**Power grid**

Scale: 8 px per um. Pins as bars on the die edge.
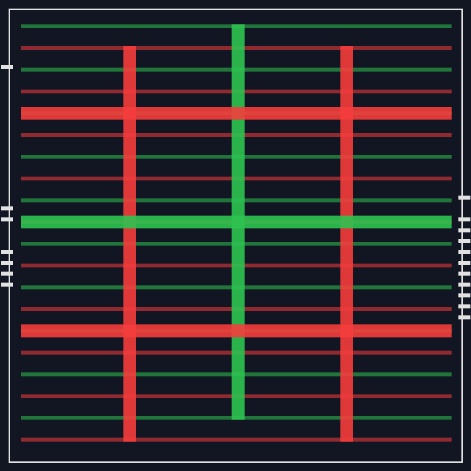
**Routed metal, one colour a layer**

Scale: 10 px per um. Two of the layers only.
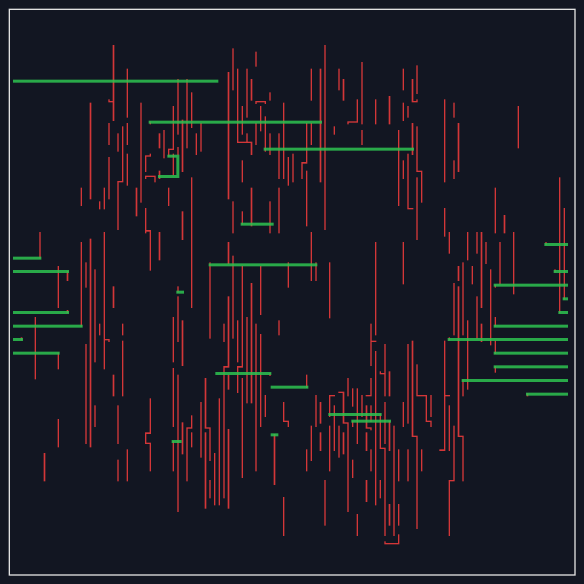
**Local utilization**

Scale: 4 px per um. The die is cut into 11 by 11 equal tiles; white is low, dark blue is high, 0 to 100% covered.
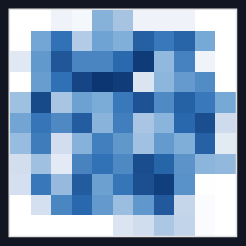
**Routed clock nets over the placement**

Scale: 10 px per um.
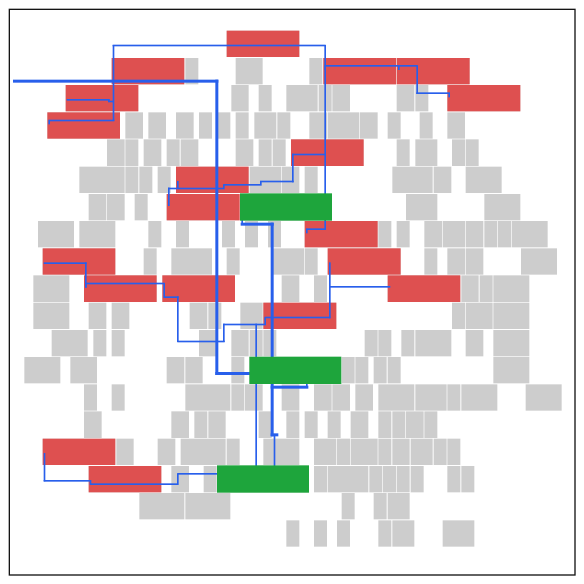
File: src/rtl/bus_pkg.sv
// bus_pkg: shared constants and arbiter state encoding for the tri-state data bus
package bus_pkg;
    localparam int BUS_N_DEV      = 4;
    localparam int BUS_ID_W       = $clog2(BUS_N_DEV);
    localparam int BUS_MAX_TENURE = 16;
    typedef enum logic [1:0] {ARB_IDLE, ARB_GRANT, ARB_TURN} arb_state_t;
endpackage

File: src/rtl/bus_arbiter_if.sv
// bus_arbiter_if: request/release/grant signals between the arbiter and the bus devices
interface bus_arbiter_if import bus_pkg::*; #(
    parameter int N_DEV = BUS_N_DEV
);
    localparam int ID_W = $clog2(N_DEV);
    logic [N_DEV-1:0] bus_req;
    logic [N_DEV-1:0] bus_done;
    logic [N_DEV-1:0] bus_grant;
    logic [ID_W-1:0]  grant_id;
    logic             grant_active;
    logic             tenure_expired;
    modport master (
        input  bus_req, bus_done,
        output bus_grant, grant_id, grant_active, tenure_expired
    );
    modport slave (
        output bus_req, bus_done,
        input  bus_grant, grant_id, grant_active, tenure_expired
    );
endinterface

File: src/rtl/bus_arbiter_rr_pick.sv
// rr_pick: combinational round-robin search of req starting at ptr, wrapping modulo N
module rr_pick import bus_pkg::*; #(
    parameter int N = BUS_N_DEV,
    parameter int W = $clog2(N)
) (
    input  logic [N-1:0] req,
    input  logic [W-1:0] ptr,
    output logic         found,
    output logic [W-1:0] idx,
    output logic [N-1:0] onehot
);
    // scan from farthest to nearest offset so the nearest request to ptr is left in idx
    always_comb begin
        found = 1'b0;
        idx   = '0;
        for (int i = N - 1; i >= 0; i--) begin
            if (req[(int'(ptr) + i) % N]) begin
                found = 1'b1;
                idx   = W'((int'(ptr) + i) % N);
            end
        end
    end
    assign onehot = found ? (N'(1) << idx) : '0;
endmodule

File: src/rtl/bus_arbiter.sv
// bus_arbiter: round-robin bus grant with bounded tenure and a one-cycle turnaround between owners
module bus_arbiter import bus_pkg::*; #(
    parameter int N_DEV      = BUS_N_DEV,
    parameter int MAX_TENURE = BUS_MAX_TENURE
) (
    input  logic          clk,
    input  logic          rst,
    bus_arbiter_if.master bus
);
    localparam int ID_W = $clog2(N_DEV);
    arb_state_t       state, state_nx;
    logic [N_DEV-1:0] grant, grant_nx, pick_onehot;
    logic [ID_W-1:0]  owner, owner_nx, ptr, ptr_nx, pick_idx, next_ptr;
    logic [7:0]       tenure, tenure_nx;
    logic             expired, expired_nx, pick_found, user_release, timeout;

    rr_pick #(.N(N_DEV), .W(ID_W)) u_pick (
        .req    (bus.bus_req),
        .ptr    (ptr),
        .found  (pick_found),
        .idx    (pick_idx),
        .onehot (pick_onehot)
    );

    assign user_release = bus.bus_done[owner] | ~bus.bus_req[owner];
    assign timeout      = tenure == 8'(MAX_TENURE - 1);
    assign next_ptr     = (pick_idx == ID_W'(N_DEV - 1)) ? '0 : pick_idx + ID_W'(1);

    // next state: arbitrate when nobody owns the bus, otherwise watch for release or timeout
    always_comb begin
        state_nx   = state;
        grant_nx   = grant;
        owner_nx   = owner;
        ptr_nx     = ptr;
        tenure_nx  = tenure;
        expired_nx = 1'b0;
        case (state)
            ARB_GRANT: begin
                if (user_release || timeout) begin
                    state_nx   = ARB_TURN;
                    grant_nx   = '0;
                    owner_nx   = '0;
                    expired_nx = ~user_release;
                end else begin
                    tenure_nx = tenure + 8'd1;
                end
            end
            default: begin
                state_nx  = pick_found ? ARB_GRANT : ARB_IDLE;
                grant_nx  = pick_onehot;
                owner_nx  = pick_found ? pick_idx : '0;
                ptr_nx    = pick_found ? next_ptr : ptr;
                tenure_nx = '0;
            end
        endcase
    end

    // state and registered outputs; reset drops the grant at once with no turnaround
    always_ff @(posedge clk) begin
        if (rst) begin
            state   <= ARB_IDLE;
            grant   <= '0;
            owner   <= '0;
            ptr     <= '0;
            tenure  <= '0;
            expired <= 1'b0;
        end else begin
            state   <= state_nx;
            grant   <= grant_nx;
            owner   <= owner_nx;
            ptr     <= ptr_nx;
            tenure  <= tenure_nx;
            expired <= expired_nx;
        end
    end

    assign bus.bus_grant      = grant;
    assign bus.grant_id       = owner;
    assign bus.grant_active   = |grant;
    assign bus.tenure_expired = expired;
endmodule

File: src/flat_wrapper.sv
// flat-port wrapper written by rule: the top's interface ports become plain ports
module bus_arbiter_flat import bus_pkg::*;
#(
    parameter int N_DEV      = BUS_N_DEV,
    parameter int MAX_TENURE = BUS_MAX_TENURE
)
  (clk, rst, bus_bus_req, bus_bus_done, bus_bus_grant, bus_grant_id, bus_grant_active, bus_tenure_expired);
  bus_arbiter_if #(.N_DEV(N_DEV)) bus_i ();
  input  logic clk;
  input  logic rst;
  input wire logic [$bits(bus_i.bus_req)-1:0] bus_bus_req;
  input wire logic [$bits(bus_i.bus_done)-1:0] bus_bus_done;
  output wire logic [$bits(bus_i.bus_grant)-1:0] bus_bus_grant;
  output wire logic [$bits(bus_i.grant_id)-1:0] bus_grant_id;
  output wire logic [$bits(bus_i.grant_active)-1:0] bus_grant_active;
  output wire logic [$bits(bus_i.tenure_expired)-1:0] bus_tenure_expired;
  assign bus_i.bus_req = bus_bus_req;
  assign bus_i.bus_done = bus_bus_done;
  assign bus_bus_grant = bus_i.bus_grant;
  assign bus_grant_id = bus_i.grant_id;
  assign bus_grant_active = bus_i.grant_active;
  assign bus_tenure_expired = bus_i.tenure_expired;
  bus_arbiter #(.N_DEV(N_DEV), .MAX_TENURE(MAX_TENURE)) u_core (.clk(clk), .rst(rst), .bus(bus_i));
endmodule
File: config.mk
export PLATFORM = sky130hd
export DESIGN_NAME = bus_arbiter_flat
export DESIGN_NICKNAME = d
export VERILOG_FILES = /design/src/rtl/bus_pkg.sv /design/src/rtl/bus_arbiter_if.sv /design/src/rtl/bus_arbiter_rr_pick.sv /design/src/rtl/bus_arbiter.sv /design/src/flat_wrapper.sv
export SDC_FILE = /design/constraint.sdc
export NUM_CORES = 1
export LEC_CHECK = 0
export ABC_AREA = 1
export ABC_CLOCK_PERIOD_IN_PS = 3000
export CELL_PAD_IN_SITES_DETAIL_PLACEMENT = 0
export CELL_PAD_IN_SITES_GLOBAL_PLACEMENT = 1
export CORE_MARGIN = 1
export CORE_UTILIZATION = 40
export CTS_BUF_LIST = sky130_fd_sc_hd__clkbuf_16
export DETAILED_ROUTE_END_ITERATION = 8
export PLACE_DENSITY = 0.84
export SLEW_MARGIN = 15
export SYNTH_ARGS = -nofsm -noshare
export SYNTH_HDL_FRONTEND = slang
export SYNTH_SLANG_ARGS = --single-unit
File: constraint.sdc
create_clock -name clk -period 3 [get_ports clk]
set_input_delay 0.3 -clock clk [delete_from_list [all_inputs] [get_ports clk]]
set_output_delay 0.3 -clock clk [all_outputs]
set_load 0.05 [all_outputs]
==> changes_impl.md <==
### Changed

- Max incr delay on CP: 710 ps
- Yosys stat area: 0.00118 sq mm
- Via-to-Cell Ratio: 5.07
- Bufs on Longest Clock Path: 2
- Status: finished, final reports clean
- Top Layout Cells: nand2_1, inv_1, nand3_1, dfxtp_1, clkdlybuf4s50_1
- Fp_density: 0.426
- Origin of the worst setup path: u_core.bus.bus_grant[0]
- Pwr dens: 1010 mW/mm^2
- Sequential area share after synthesis: 0.321
- Dpl cells: 223
- Floorplan Nets: 192
- Drt initial violations: 27
- Max frequency: 474 MHz
- GRT overflow: 0
- Highest Signal Layer: met4
- Met1 Use GR: 0.250
- Num CTS Buffers: 3
- WS Path Type: register to output port
- Clock sinks: 19
- Relative slew slack: 0.660
## Picture notes: 'power grid'
[green] VDD
[red] VSS
met5 straps: 3
signal pins: 18
met4 straps: 3
rows: 19
Die Span Y: 56.4 um
total core area: 0.00278 sq mm
VDD IR-drop max: 0.760 mV
Die X: 56.4 um

## Picture notes: 'routed metal, one colour a layer'
[green] metal 3 | wire length: 173 um
[red] metal 2 | wire length: 1,050 um
vias: 1,152
routed len/inst: 11.3 um
Total GRT Usage: 0.180

## Picture notes: 'local utilization'
mean over tiles: 45%
fullest tile: 98%
tiles over 75% full: 18%
nearly empty tiles: 16%

## Picture notes: 'routed clock nets over the placement'
[red] flip-flops | count: 19
[green] clock drivers | count: 3
[blue] clock wires | length: 292 um
routed clock nets: 4
Clk pwr share: 0.189
skew final: 1.63 ps
clock group total power: 0.000277 W
clk_lat worst skew: 250 ps

-- synthesized netlist by cell type --
cell / count / area, sq um
nand2_1: 51 / 191
inv_1: 24 / 90.1
dfxtp_1: 19 / 380
nand3_1: 19 / 95.1
a21oi_1: 16 / 80.1
nand2_2: 6 / 37.5
nor2_1: 6 / 22.5
ha_1: 5 / 62.6
nor3_1: 5 / 25.0
a21oi_2: 2 / 17.5
inv_2: 2 / 7.51
nand2_4: 2 / 22.5
nand3b_1: 2 / 15.0
o21ai_0: 2 / 10.0
xor2_1: 2 / 17.5
buf_6: 1 / 11.3
clkbuf_1: 1 / 3.75
clkinv_2: 1 / 5.00
inv_6: 1 / 8.76
nand3_2: 1 / 10.0
nand4_1: 1 / 6.26
nor2_2: 1 / 6.26
nor2_4: 1 / 11.3
nor3_2: 1 / 10.0
o21ai_1: 1 / 5.00
o21ai_2: 1 / 8.76
o21bai_1: 1 / 7.51
or4_1: 1 / 7.51
xnor2_1: 1 / 8.76
-- final cells by class --
type	count	area (sq um)	area share
Clock buffer	3	75.1	0.0515
Clock inverter	1	5.00	0.00343
Inverter	28	111	0.0763
Multi-Input combinational cell	128	678	0.465
Sequential cell	19	380	0.261
Tap cell	31	38.8	0.0266
Timing Repair Buffer	17	170	0.117
-- path summary, 6_finish.rpt --
path | slack [ps] | endpoint | cells past startpoint
max | 890 | bus_grant_active | 2
min | 480 | u_core.bus.bus_grant[0] | 2
max reg2reg | 1090 | u_core.ptr[1] | 12
min reg2reg | 480 | u_core.bus.bus_grant[0] | 2
-- where the power goes --
group	internal (W)	total, W	switching, W
combinational	0.000275	0.000820	0.000545
sequential	0.000309	0.000370	0.0000619
clock	0.000179	0.000277	0.0000985
total	0.000762	0.00147	0.000706
No activity file was given, so power comes from the tool's default toggle rates.
